run_1/layers.png
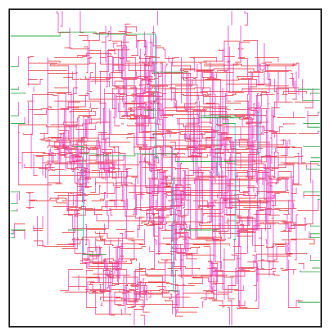
run_1/class_map.png
Fill, decap, tap and diode cells in gray.
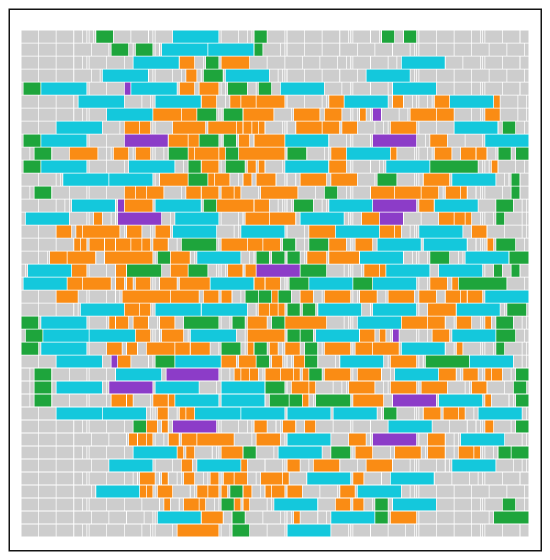
run_1/placed.png
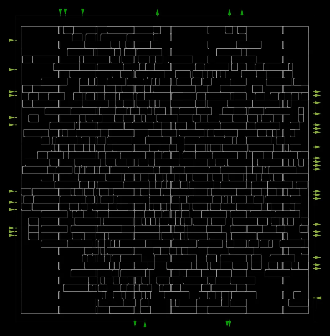
[src/rtl/smg_pkg.sv]
// rtl/smg_pkg.sv - shared constants, segment code table and state encoding for smg_decoder
package smg_pkg;

    localparam int NUM_DIGITS = 6;
    localparam int NUM_CODES  = 10;
    localparam logic [3:0] ERR_NIBBLE = 4'hF;

    // Active-low segment codes for digits 0..9, dp bit shown high.
    localparam logic [7:0] SEG_CODE [NUM_CODES] = '{
        8'hC0, 8'hF9, 8'hA4, 8'hB0, 8'h99,
        8'h92, 8'h82, 8'hF8, 8'h80, 8'h90
    };

    typedef enum logic [1:0] {
        ST_IDLE    = 2'd0,
        ST_SETTLE  = 2'd1,
        ST_CAPTURE = 2'd2
    } state_t;

    function automatic logic one_low(input logic [NUM_DIGITS-1:0] scan);
        logic [NUM_DIGITS-1:0] inv;
        inv = ~scan;
        return (inv != '0) && ((inv & (inv - 1'b1)) == '0);
    endfunction

    function automatic logic [2:0] low_index(input logic [NUM_DIGITS-1:0] scan);
        logic [2:0] idx;
        idx = '0;
        for (int i = 0; i < NUM_DIGITS; i++) begin
            if (!scan[i]) idx = 3'(i);
        end
        return idx;
    endfunction

endpackage

[src/rtl/seg7_decode.sv]
// rtl/seg7_decode.sv - maps active-low g..a segment bits to a BCD nibble plus valid flag
module seg7_decode
    import smg_pkg::*;
(
    input  logic [6:0] seg,
    output logic [3:0] nibble,
    output logic       valid
);

    always_comb begin
        nibble = ERR_NIBBLE;
        valid  = 1'b0;
        for (int i = 0; i < NUM_CODES; i++) begin
            if (seg == SEG_CODE[i][6:0]) begin
                nibble = 4'(i);
                valid  = 1'b1;
            end
        end
    end

endmodule

[src/rtl/smg_decoder.sv]
// rtl/smg_decoder.sv - recovers a 6-digit BCD value by sniffing a multiplexed 7-segment display
module smg_decoder
    import smg_pkg::*;
#(
    parameter int SETTLE     = 4,
    parameter int TIMEOUT_MS = 10
) (
    input  logic                    clk_sys,
    input  logic                    rst_n,
    input  logic                    pluse_ms,
    input  logic [NUM_DIGITS-1:0]   smg_scan,
    input  logic [7:0]              smg_data,
    output logic [4*NUM_DIGITS-1:0] number_out,
    output logic                    frame_vld,
    output logic                    seg_err,
    output logic                    stale
);

    localparam logic [7:0] SETTLE_LAST = 8'(SETTLE - 1);
    localparam logic [9:0] MS_LAST     = 10'(TIMEOUT_MS - 1);
    localparam logic [9:0] MS_TOP      = 10'(TIMEOUT_MS);

    logic [NUM_DIGITS-1:0]      scan_q, scan_prev, mask, new_mask;
    logic [7:0]                 data_q, data_prev, settle_cnt;
    logic [9:0]                 ms_cnt;
    logic [NUM_DIGITS-1:0][3:0] shadow, shadow_upd;
    state_t                     state, state_nxt;
    logic                       scan_chg, data_chg, scan_ok, cnt_clr, capture;
    logic [2:0]                 cap_idx;
    logic [3:0]                 dec_nib;
    logic                       dec_ok;

    assign scan_chg = (scan_q != scan_prev);
    assign data_chg = (data_q != data_prev);
    assign scan_ok  = one_low(scan_q);
    assign capture  = (state == ST_CAPTURE);

    // During CAPTURE the *_prev copies still hold the values that were counted
    // stable; the *_q copies may already show the next port value.
    assign cap_idx = low_index(scan_prev);

    seg7_decode u_dec (
        .seg    (data_prev[6:0]),
        .nibble (dec_nib),
        .valid  (dec_ok)
    );

    always_comb begin
        shadow_upd          = shadow;
        shadow_upd[cap_idx] = dec_nib;
        new_mask            = mask | (NUM_DIGITS'(1) << cap_idx);
    end

    always_comb begin
        state_nxt = state;
        cnt_clr   = 1'b0;
        case (state)
            ST_SETTLE: begin
                if (scan_chg && !scan_ok) begin
                    state_nxt = ST_IDLE;
                end else if (scan_chg || data_chg) begin
                    cnt_clr = 1'b1;
                end else if (settle_cnt == SETTLE_LAST) begin
                    state_nxt = ST_CAPTURE;
                end
            end
            default: begin
                state_nxt = ST_IDLE;
                if (scan_chg && scan_ok) begin
                    state_nxt = ST_SETTLE;
                    cnt_clr   = 1'b1;
                end
            end
        endcase
    end

    always_ff @(posedge clk_sys or negedge rst_n) begin
        if (!rst_n) begin
            scan_q     <= '1;
            scan_prev  <= '1;
            data_q     <= '1;
            data_prev  <= '1;
            state      <= ST_IDLE;
            settle_cnt <= '0;
        end else begin
            scan_q    <= smg_scan;
            scan_prev <= scan_q;
            data_q    <= smg_data;
            data_prev <= data_q;
            state     <= state_nxt;
            if (cnt_clr) begin
                settle_cnt <= '0;
            end else if (state == ST_SETTLE && settle_cnt != 8'hFF) begin
                settle_cnt <= settle_cnt + 8'd1;
            end
        end
    end

    always_ff @(posedge clk_sys or negedge rst_n) begin
        if (!rst_n) begin
            shadow     <= '0;
            mask       <= '0;
            number_out <= '0;
            frame_vld  <= 1'b0;
            seg_err    <= 1'b0;
            ms_cnt     <= '0;
            stale      <= 1'b0;
        end else begin
            frame_vld <= 1'b0;
            seg_err   <= 1'b0;
            if (capture) begin
                shadow  <= shadow_upd;
                seg_err <= !dec_ok;
                ms_cnt  <= '0;
                stale   <= 1'b0;
                if (new_mask == '1) begin
                    number_out <= shadow_upd;
                    frame_vld  <= 1'b1;
                    mask       <= '0;
                end else begin
                    mask <= new_mask;
                end
            end else if (pluse_ms && ms_cnt != MS_TOP) begin
                ms_cnt <= ms_cnt + 10'd1;
                if (ms_cnt == MS_LAST) begin
                    stale <= 1'b1;
                    mask  <= '0;
                end
            end
        end
    end

endmodule

[config.mk]
export PLATFORM = sky130hd
export DESIGN_NAME = smg_decoder
export DESIGN_NICKNAME = d
export VERILOG_FILES = /design/src/rtl/smg_pkg.sv /design/src/rtl/seg7_decode.sv /design/src/rtl/smg_decoder.sv
export SDC_FILE = /design/constraint.sdc
export NUM_CORES = 1
export LEC_CHECK = 0
export CAP_MARGIN = 15
export CORE_AREA = 2 2 109 111
export DETAILED_ROUTE_END_ITERATION = 8
export DIE_AREA = 0 0 111 113
export SETUP_SLACK_MARGIN = 0.3
export SYNTH_ARGS = -nofsm -noshare
export SYNTH_HDL_FRONTEND = slang
export SYNTH_HIERARCHICAL = 1
export SYNTH_SLANG_ARGS = --single-unit
[constraint.sdc]
create_clock -name clk_sys -period 2.02 [get_ports clk_sys]
set_input_delay 0.505 -clock clk_sys [delete_from_list [all_inputs] [get_ports clk_sys]]
set_output_delay 0.505 -clock clk_sys [all_outputs]
set_load 0.05 [all_outputs]
==> Changelog: implementation, run 1 <==
### Metrics

- Run status: finished, final reports clean
- Peak clock frequency supported by timing: 0.4967 GHz
- Mux cell area share: 11.46%
- Clock latency on the worst-skew pair: 0.34 ns
- Remaining DRCs: 0
- Share of cells above drive strength 1: 45.76%
- Critical Path, Cell by Cell: buf_4 > and4_4 > a21oi_2 > nor4_4 > buf_4 > buf_6 > clkbuf_16 > a21oi_2
- Basic Gates by Area: between 10% and 20%
- Ratio of total power to cell area: 722.4 nW/um2
- Share of the final layout cell area in multi-input gates: 37.47%
- Top flip-flop cell by instance count after synthesis: sky130_fd_sc_hd__dfrtp_1
- Most numerous logic cells after layout: sky130_fd_sc_hd__dfrtp_1, sky130_fd_sc_hd__buf_4, sky130_fd_sc_hd__nor2_1
- ANT nets after route: 0
- Fraction of power spent switching nets: a little over a quarter
- Non-clock inverters: 9
- Unrepaired setup endpoints after global routing: true
- FP Core Util: 41.86%
- WP data required: 2.25 ns
- Final max-slew violation count: 0
- Met2 GRT Util: 28.30%
- Peak supply drop: 421.8 uV
- Clk sink count: 105
- Netlist area before placement: roughly 4700 um2
- Reg2Reg Capture Point: number_out[18]
- Comb. pwr: 0.702 mW
- Cell with the most instances after synthesis: sky130_fd_sc_hd__dfrtp_1
- Overall chip area: 12,540 um2
- Normalized max-slew margin: 59.87%
- Max Buffers Root-to-Sink: 2
- Clock buffer and inverter area fraction after layout: 4.293%
- Seq pwr share: 50.5%
- Flip-flop and latch share of the layout cell area: 39.57%
- Summed standard-cell area reported by yosys: about 4700 um2
- Net count of the mapped netlist: 424
- Biggest combinational cell group after synthesis: simple AND/OR/NAND/NOR gates
- Adder Area Share: about 1.1%
- Total Nets Final: roughly 520
- Setup crit start: scan_prev[3]
- Core region area: 11,270 um2
- Post-placement setup slack: -0.03045 ns
- Hold buffer count at cts: 0
- RePlAce Congestion: about 0.84
- CTS clock-pin slew for the worst setup and hold paths: 0.06 ns
- Worst setup SP type: flip-flop
- Post-synth top area share: 40.84%
- Total power: 4.864 mW
- Biggest cell category by area in the final layout: flip-flops and latches
- Number of warning messages in the yosys log: 6
- Final Worst Setup Slack: 0.006839 ns
- Biggest area cells: sky130_fd_sc_hd__dfrtp_1, sky130_fd_sc_hd__dfstp_2, sky130_fd_sc_hd__mux2i_1, sky130_fd_sc_hd__mux2_2, sky130_fd_sc_hd__nor2_1
- Number of antenna violations at the first check in global routing: 0
- Cell area after placement: ~5500 um2
- Cell types with the highest counts after synthesis: sky130_fd_sc_hd__dfrtp_1, sky130_fd_sc_hd__nor2_1, sky130_fd_sc_hd__a21oi_1, sky130_fd_sc_hd__dfstp_2, sky130_fd_sc_hd__mux2i_1
- Resize count post-CTS: approximately 120
- Post-Synth AOI/OAI Area: 7.823%
- Residual overflow from global routing: 0
- Dpl cells: 594
- Largest registers: number_out: 24 flops, shadow: 24 flops, ms_cnt: 10 flops
- Worst slack on hold paths: 0.1775 ns
- Area growth, synth to finish: 42.69%
- Uppermost routed layer: met4
- Wire length of the first global-routing pass: between 15 and 20 mm
- Synth async-reset ratio: 100.0%
- Type of the most critical hold path: input port to asynchronous set/reset pin
- GR Layer Usage met3: 2.678%
- Clock distribution power: 1.70 mW
- Summed area of non-filler cells in the final layout: 6733 um2
- Synth unique cells: 51
- Die Width: approximately 110 um
- Final min period: 2.013 ns
- Sequential cell area in the final layout: 2664 um2
- Highest net fanout along the worst path: 5
- CTS tree: built
About layers.png:
Red is M1, wire length 5,160 um. Green is M3, wire length 302 um. Magenta is M2, wire length 5,660 um. Cyan is M4, wire length 197 um.
detailed-route wire length per cell: 17.41 um
overall routing resource usage: 17.53%
post-detailed-routing wire length: 11.32 mm
via count: 3,435

About class_map.png:
Cyan is registers, cells 105, share of their area 41%. Orange is remaining logic cells, cells 280, share of their area 39%. Green is remaining buffers and delay cells, cells 106, share of their area 16%. Purple is clock drivers and dummy loads, cells 16, share of their area 4.4%.

About placed.png:
filler-free cell count of the finished design: 650
number of fill cells in the layout: 892
fin util: 59.73%
num sequential: 105

## run 1: worst max path at each step
| stage | end | slack (ns) | depth (start not counted) |
|---|---|---|---|
| 2_1_floorplan | shadow[11] | 0.04 | 7 |
| 3_3_place_gp | mask[3] | 0.04 | 5 |
| 3_5_place_dp | number_out[17] | -0.03 | 6 |
| 4_1_cts | number_out[22] | 0.004 | 8 |
| 5_1_grt | number_out[4] | -0.06 | 8 |
| 6_report | number_out[18] | 0.007 | 8 |
## run 1: critical path: cells and delay by family (launching register included)
kind | cells | cell delay [ns]
buf+inv | 4 | 0.60
simple gates | 2 | 0.54
compound gates | 2 | 0.14
flops | 1 | 0.60
run_1/pinout.png
Pins as bars across the die edge, other pins in gray.
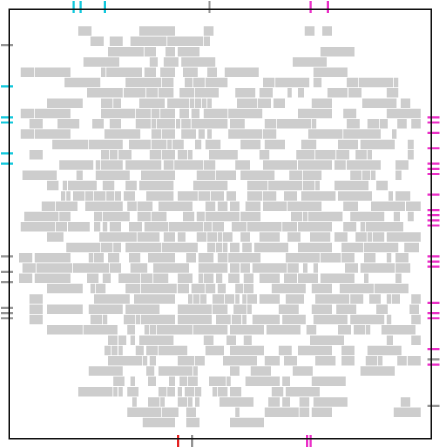

--- run 2 (diff from run 1) ---
--- a/config.mk
+++ b/config.mk
@@ -9,6 +9,7 @@
 export CORE_AREA = 2 2 109 111
 export DETAILED_ROUTE_END_ITERATION = 8
 export DIE_AREA = 0 0 111 113
+export DONT_BUFFER_PORTS = 1
 export SETUP_SLACK_MARGIN = 0.3
 export SYNTH_ARGS = -nofsm -noshare
 export SYNTH_HDL_FRONTEND = slang
run_2/pinout.png
Pins as bars across the die edge, other pins in gray.
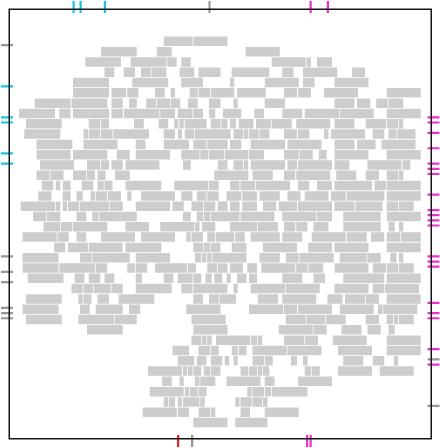
Cyan is smg_data, pins 8, direction input, edge 5 left, 3 top. Red is stale, pins 1, direction output, edge bottom. Magenta is number_out, pins 24, direction output, edge 20 right, 2 bottom, 2 top.
I/O Buffers: 0
Die Width: 111 um
die height: 113 um

==> run 2 against run 1 <==
Net effect: the flow now finishes with violations (negative hold slack); clock-buffer cell count is 2 lower; clock power about the same; combinational power shrank 9.4%; first-iteration DRC count grew 14%; sequential share of layout area is 2.0 points higher; synthesized area did not move; sequential power hardly changed; synthesized cell count unchanged; hold slack got worse by 0.33 ns; via count down 4.1%; maximum frequency rose by 0.93%; setup slack gained 0.018 ns.
==> Changelog: implementation, run 2 <==
### Metrics

- Run status: finished, violations left (was finished, final reports clean)
- Failing checks: negative hold slack
- Via count: 3,293 (was 3,435)
- Most numerous logic cells after layout: sky130_fd_sc_hd__dfrtp_1, sky130_fd_sc_hd__buf_4, sky130_fd_sc_hd__dfstp_2 (was sky130_fd_sc_hd__dfrtp_1, sky130_fd_sc_hd__buf_4, sky130_fd_sc_hd__nor2_1)
- Setup crit start: scan_prev[5] (was scan_prev[3])
- Biggest area cells: sky130_fd_sc_hd__dfrtp_1, sky130_fd_sc_hd__dfstp_2, sky130_fd_sc_hd__mux2i_1, sky130_fd_sc_hd__mux2_2, sky130_fd_sc_hd__nor2_1 (unchanged)
- Met2 GRT Util: 28.71% (was 28.30%)
- Worst slack on hold paths: -0.1516 ns (was 0.1775 ns)
- WP data required: 2.30 ns (was 2.25 ns)
- Reg2Reg Capture Point: number_out[13] (was number_out[18])
- Remaining DRCs: 0 (unchanged)
- Ratio of total power to cell area: 747.4 nW/um2 (was 722.4 nW/um2)
- CP Capture Point: number_out[13] (was number_out[18])
- Hold violation total from the final report: 77 (was 0)
- FP Core Util: 41.86% (unchanged)
- Worst setup SP type: flip-flop (unchanged)
- Critical path depth: 8 (unchanged)
- Netlist area before placement: 4718 um2 (unchanged)
- Detailed-route wire length per cell: 19.06 um (was 17.41 um)
- Post-detailed-routing wire length: 11.55 mm (was 11.32 mm)
- Number of antenna violations at the first check in global routing: 0 (unchanged)
- Synth async-reset ratio: 100.0% (unchanged)
- Fraction of power spent switching nets: 26.15% (was 26.13%)
- CP top delay family: flip-flops (was buffers and inverters)
- GR Layer Usage met3: 4.713% (was 2.678%)
- Mux cell area share: 11.46% (unchanged)
- Uppermost routed layer: met4 (unchanged)
- Crit path buf inv count: 3 (was 4)
- Share of cells above drive strength 1: 47.08% (was 45.76%)
- Worst R2R Setup Slack: 0.03 ns (was 0.007 ns)
- RePlAce Congestion: 0.8424 (was 0.8361)
- Max Buffers Root-to-Sink: 2 (unchanged)
- Normalized max-slew margin: 61.00% (was 59.87%)
- Highest net fanout along the worst path: 7 (was 5)
- Cell with the most instances after synthesis: sky130_fd_sc_hd__dfrtp_1 (unchanged)
- Number of fill cells in the layout: 901 (was 892)
- Wire length of the first global-routing pass: 17.20 mm (was 17.68 mm)
- CTS clock-pin slew for the worst setup and hold paths: 0.07 ns (was 0.06 ns)
- Post-synth top area share: 40.84% (unchanged)
- Summed area of non-filler cells in the final layout: 6415 um2 (was 6733 um2)
- Cell types with the highest counts after synthesis: sky130_fd_sc_hd__dfrtp_1, sky130_fd_sc_hd__nor2_1, sky130_fd_sc_hd__a21oi_1, sky130_fd_sc_hd__dfstp_2, sky130_fd_sc_hd__mux2i_1 (unchanged)
- Top flip-flop cell by instance count after synthesis: sky130_fd_sc_hd__dfrtp_1 (unchanged)
- Post-Synth AOI/OAI Area: 7.823% (unchanged)
- Basic Gates by Area: 15.14% (unchanged)
- Clk sink count: 105 (unchanged)
- Clock latency on the worst-skew pair: 0.35 ns (was 0.34 ns)
- Biggest combinational cell group after synthesis: simple AND/OR/NAND/NOR gates (unchanged)
- Synth unique cells: 51 (unchanged)
- Resize count post-CTS: 70 (was 115)
- ANT nets after route: 0 (unchanged)
- Peak supply drop: 650.2 uV (was 421.8 uV)
- Area growth, synth to finish: 35.96% (was 42.69%)
- Clock distribution power: 1.70 mW (about the same)
- CTS tree: built (unchanged)
- Cell area after placement: 5066 um2 (was 5456 um2)
- Seq pwr share: 51.2% (was 50.5%)
- Peak clock frequency supported by timing: 0.5013 GHz (was 0.4967 GHz)
- Overall routing resource usage: 17.55% (was 17.53%)
- Residual overflow from global routing: 0 (unchanged)
- Net count of the mapped netlist: 424 (unchanged)
run_2/layers.png
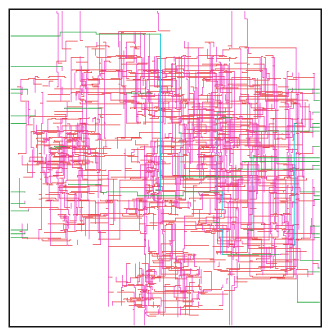
Red is M1, wire length 5,120 um. Cyan is M4, wire length 224 um. Magenta is M2, wire length 5,760 um. Green is M3, wire length 447 um.

run 2: cell counts after synthesis:
No cell type changed its count.
run 2: final cells by class:
class                   count  share of cell area (%)
multi-input cells         272                   40.04
inverters                   9                  0.5266
clock inverters             5                  0.8972
flip-flops and latches    105                   41.53
well taps                 143                   2.789
clock buffers              10                   3.569
repair buffers             62                   10.65
run 2: metrics by stage:
stage	total power [mW]	TNS (ns)	hold slack, ns	setup slack (ns)	cells
detailed placement	2.930	-0.6459	0.2128	-0.1167	553
CTS	4.741	0	-0.1561	0.08367	593
finish	4.795	0	-0.1516	0.02531	606
global route	5.006	-1.229	-0.1701	-0.07749	606
global placement	2.907	-0.2542	0.2130	-0.09430	553
floorplan	2.788	0	0.2094	0.03520	403
run_2/class_map.png
Fill, decap, tap and diode cells in gray.
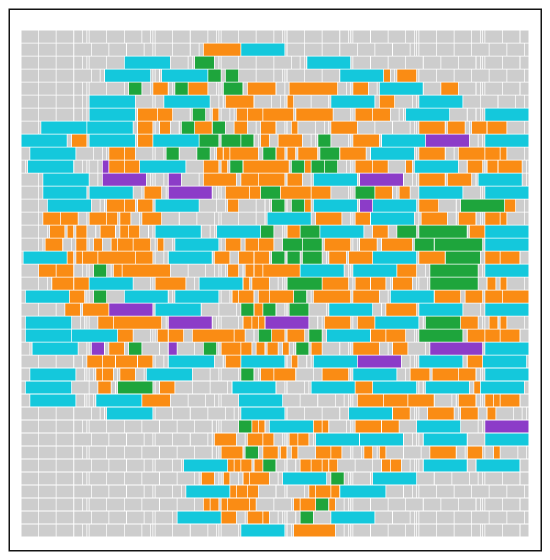

--- run 3 (diff from run 2) ---
--- a/config.mk
+++ b/config.mk
@@ -10,6 +10,8 @@
 export DETAILED_ROUTE_END_ITERATION = 8
 export DIE_AREA = 0 0 111 113
 export DONT_BUFFER_PORTS = 1
+export HOLD_SLACK_MARGIN = 0.02
+export PLACE_DENSITY_LB_ADDON = 0.25
 export SETUP_SLACK_MARGIN = 0.3
 export SYNTH_ARGS = -nofsm -noshare
 export SYNTH_HDL_FRONTEND = slang
run_3/class_map.png
Fill, decap, tap and diode cells in gray.
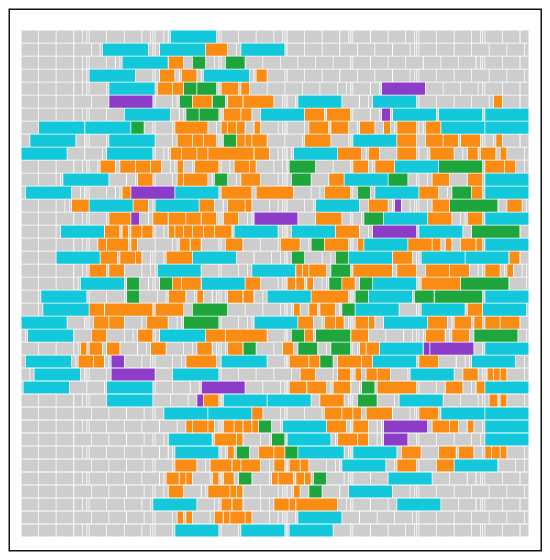
Purple is clock drivers and dummy loads, cells 16, share of their area 4.5%. Orange is remaining logic cells, cells 278, share of their area 40%. Green is remaining buffers and delay cells, cells 52, share of their area 10%. Cyan is registers, cells 105, share of their area 45%.
fin util: 53.95%
core region area: 11,270 um2

run_3/layers.png
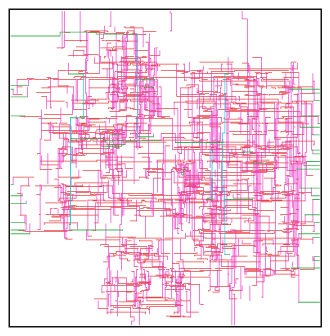
Cyan is M4, wire length 175 um. Magenta is M2, wire length 4,930 um. Red is M1, wire length 4,730 um. Green is M3, wire length 331 um.
post-detailed-routing wire length: 10.17 mm
via count: 3,225

==> run 3 against run 2 <==
Net effect: the flow still finishes with violations (negative hold slack); synthesized cell count unchanged; critical path type unchanged; non-clock buffer count down 10; hold slack better by 0.0034 ns; clock skew down 0.0024 ns; setup slack better by 0.038 ns; design area down 5.2%; flip-flop count unchanged; via count down 2.1%; critical endpoint is now number_out[0]; critical path depth down 1; highest routed layer unchanged.
==> Changelog: implementation, run 3 <==
### Metrics

- Basic Gates by Area: 15.14% (unchanged)
- Non-clock buffer share: 9.794% (was 10.65%)
- Unrepaired setup endpoints after global routing: true (unchanged)
- Sequential cell area in the final layout: 2664 um2 (unchanged)
- Peak clock frequency supported by timing: 0.5111 GHz (was 0.5013 GHz)
- Residual overflow from global routing: 0 (unchanged)
- Failing checks: negative hold slack (unchanged)
- Resize count post-CTS: 40 (was 70)
- I/O Buffers: 0 (unchanged)
- Setup crit start: scan_prev[5] (unchanged)
- Wire length of the first global-routing pass: 15.90 mm (was 17.20 mm)
- Run status: finished, violations left (unchanged)
- Ratio of total power to cell area: 762.0 nW/um2 (was 747.4 nW/um2)
- Net count of the mapped netlist: 424 (unchanged)
- Total Nets Final: 467 (was 480)
- Worst slack on hold paths: -0.1482 ns (was -0.1516 ns)
- Post-placement setup slack: 0.03962 ns (was -0.1167 ns)
- Hold violation total from the final report: 77 (unchanged)
- Synth async-reset ratio: 100.0% (unchanged)
- CP top delay family: flip-flops (unchanged)
- Detailed-route wire length per cell: 17.11 um (was 19.06 um)
- Adder Area Share: 1.061% (unchanged)
- Overall routing resource usage: 15.94% (was 17.55%)
- Reg2Reg Capture Point: number_out[0] (was number_out[13])
- Summed area of non-filler cells in the final layout: 6081 um2 (was 6415 um2)
- FP Core Util: 41.86% (unchanged)
- CTS tree: built (unchanged)
- Final min period: 1.957 ns (was 1.995 ns)
- Die Width: 111 um (unchanged)
- Share of the final layout cell area in multi-input gates: 38.50% (was 40.04%)
- Combinational Gates: 269 (was 272)
- Max Buffers Root-to-Sink: 2 (unchanged)
- Nonclk buf count: 52 (was 62)
- Non-clock inverters: 9 (unchanged)
- Share of cells above drive strength 1: 44.35% (was 47.08%)
- Number of warning messages in the yosys log: 6 (unchanged)
- WP data required: 2.29 ns (was 2.30 ns)
- Crit path buf inv count: 2 (was 3)
- Number of antenna violations at the first check in global routing: 0 (unchanged)
- Remaining DRCs: 0 (unchanged)
[run 3: netlist changes by cell type in the layout (fill, tap and decap cells not counted), moves of 4 or more]
cell                      previous run  this run
sky130_fd_sc_hd__buf_4              38        30
sky130_fd_sc_hd__mux2_2              0        20
sky130_fd_sc_hd__mux2_4             24         4
sky130_fd_sc_hd__mux2i_1            23        14
sky130_fd_sc_hd__mux2i_2             4        10
sky130_fd_sc_hd__nor2_1             27        31
sky130_fd_sc_hd__nor2_4             13         6
[run 3: layer usage]
| layer | global-route usage [%] | wire length (um) | part of all wire (%) |
|---|---|---|---|
| met1 | 21.41 | 4726 | 46 |
| met2 | 25.28 | 4934 | 49 |
| met3 | 3.642 | 331 | 3.3 |
| met4 | 6.417 | 174 | 1.7 |
| met5 | 0 | 0 | 0 |

==> layout pictures side by side <==
Clock wires, drivers and flops.
Scale bar: 20 um.
picture 1
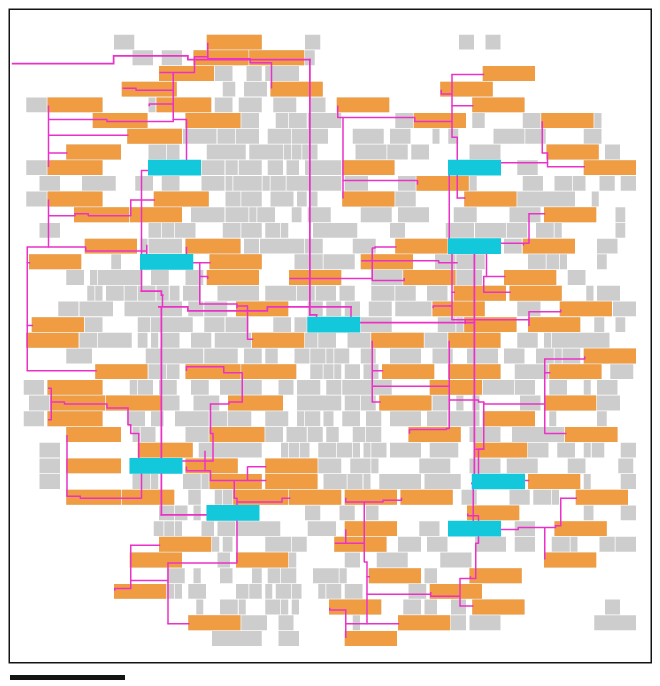
picture 2
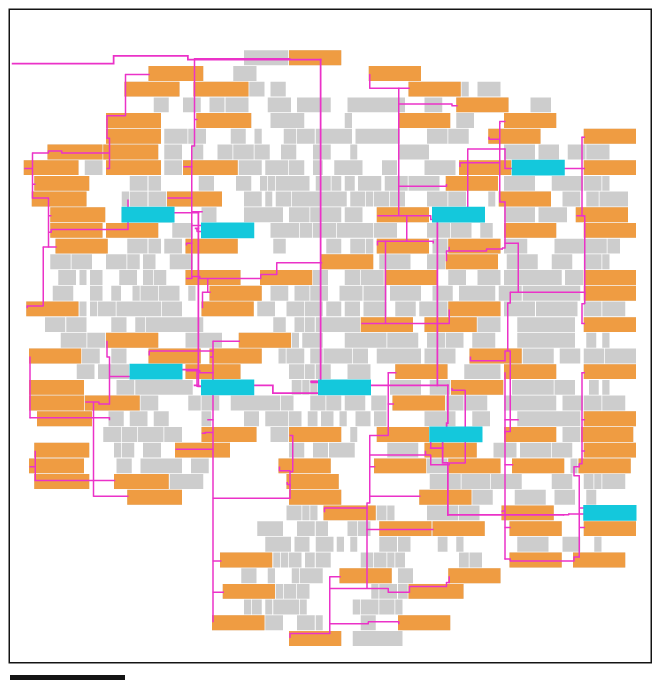
Picture 1 comes from run 1.
Picture 2 comes from run 2.

Power and IR drop assume default switching activity.
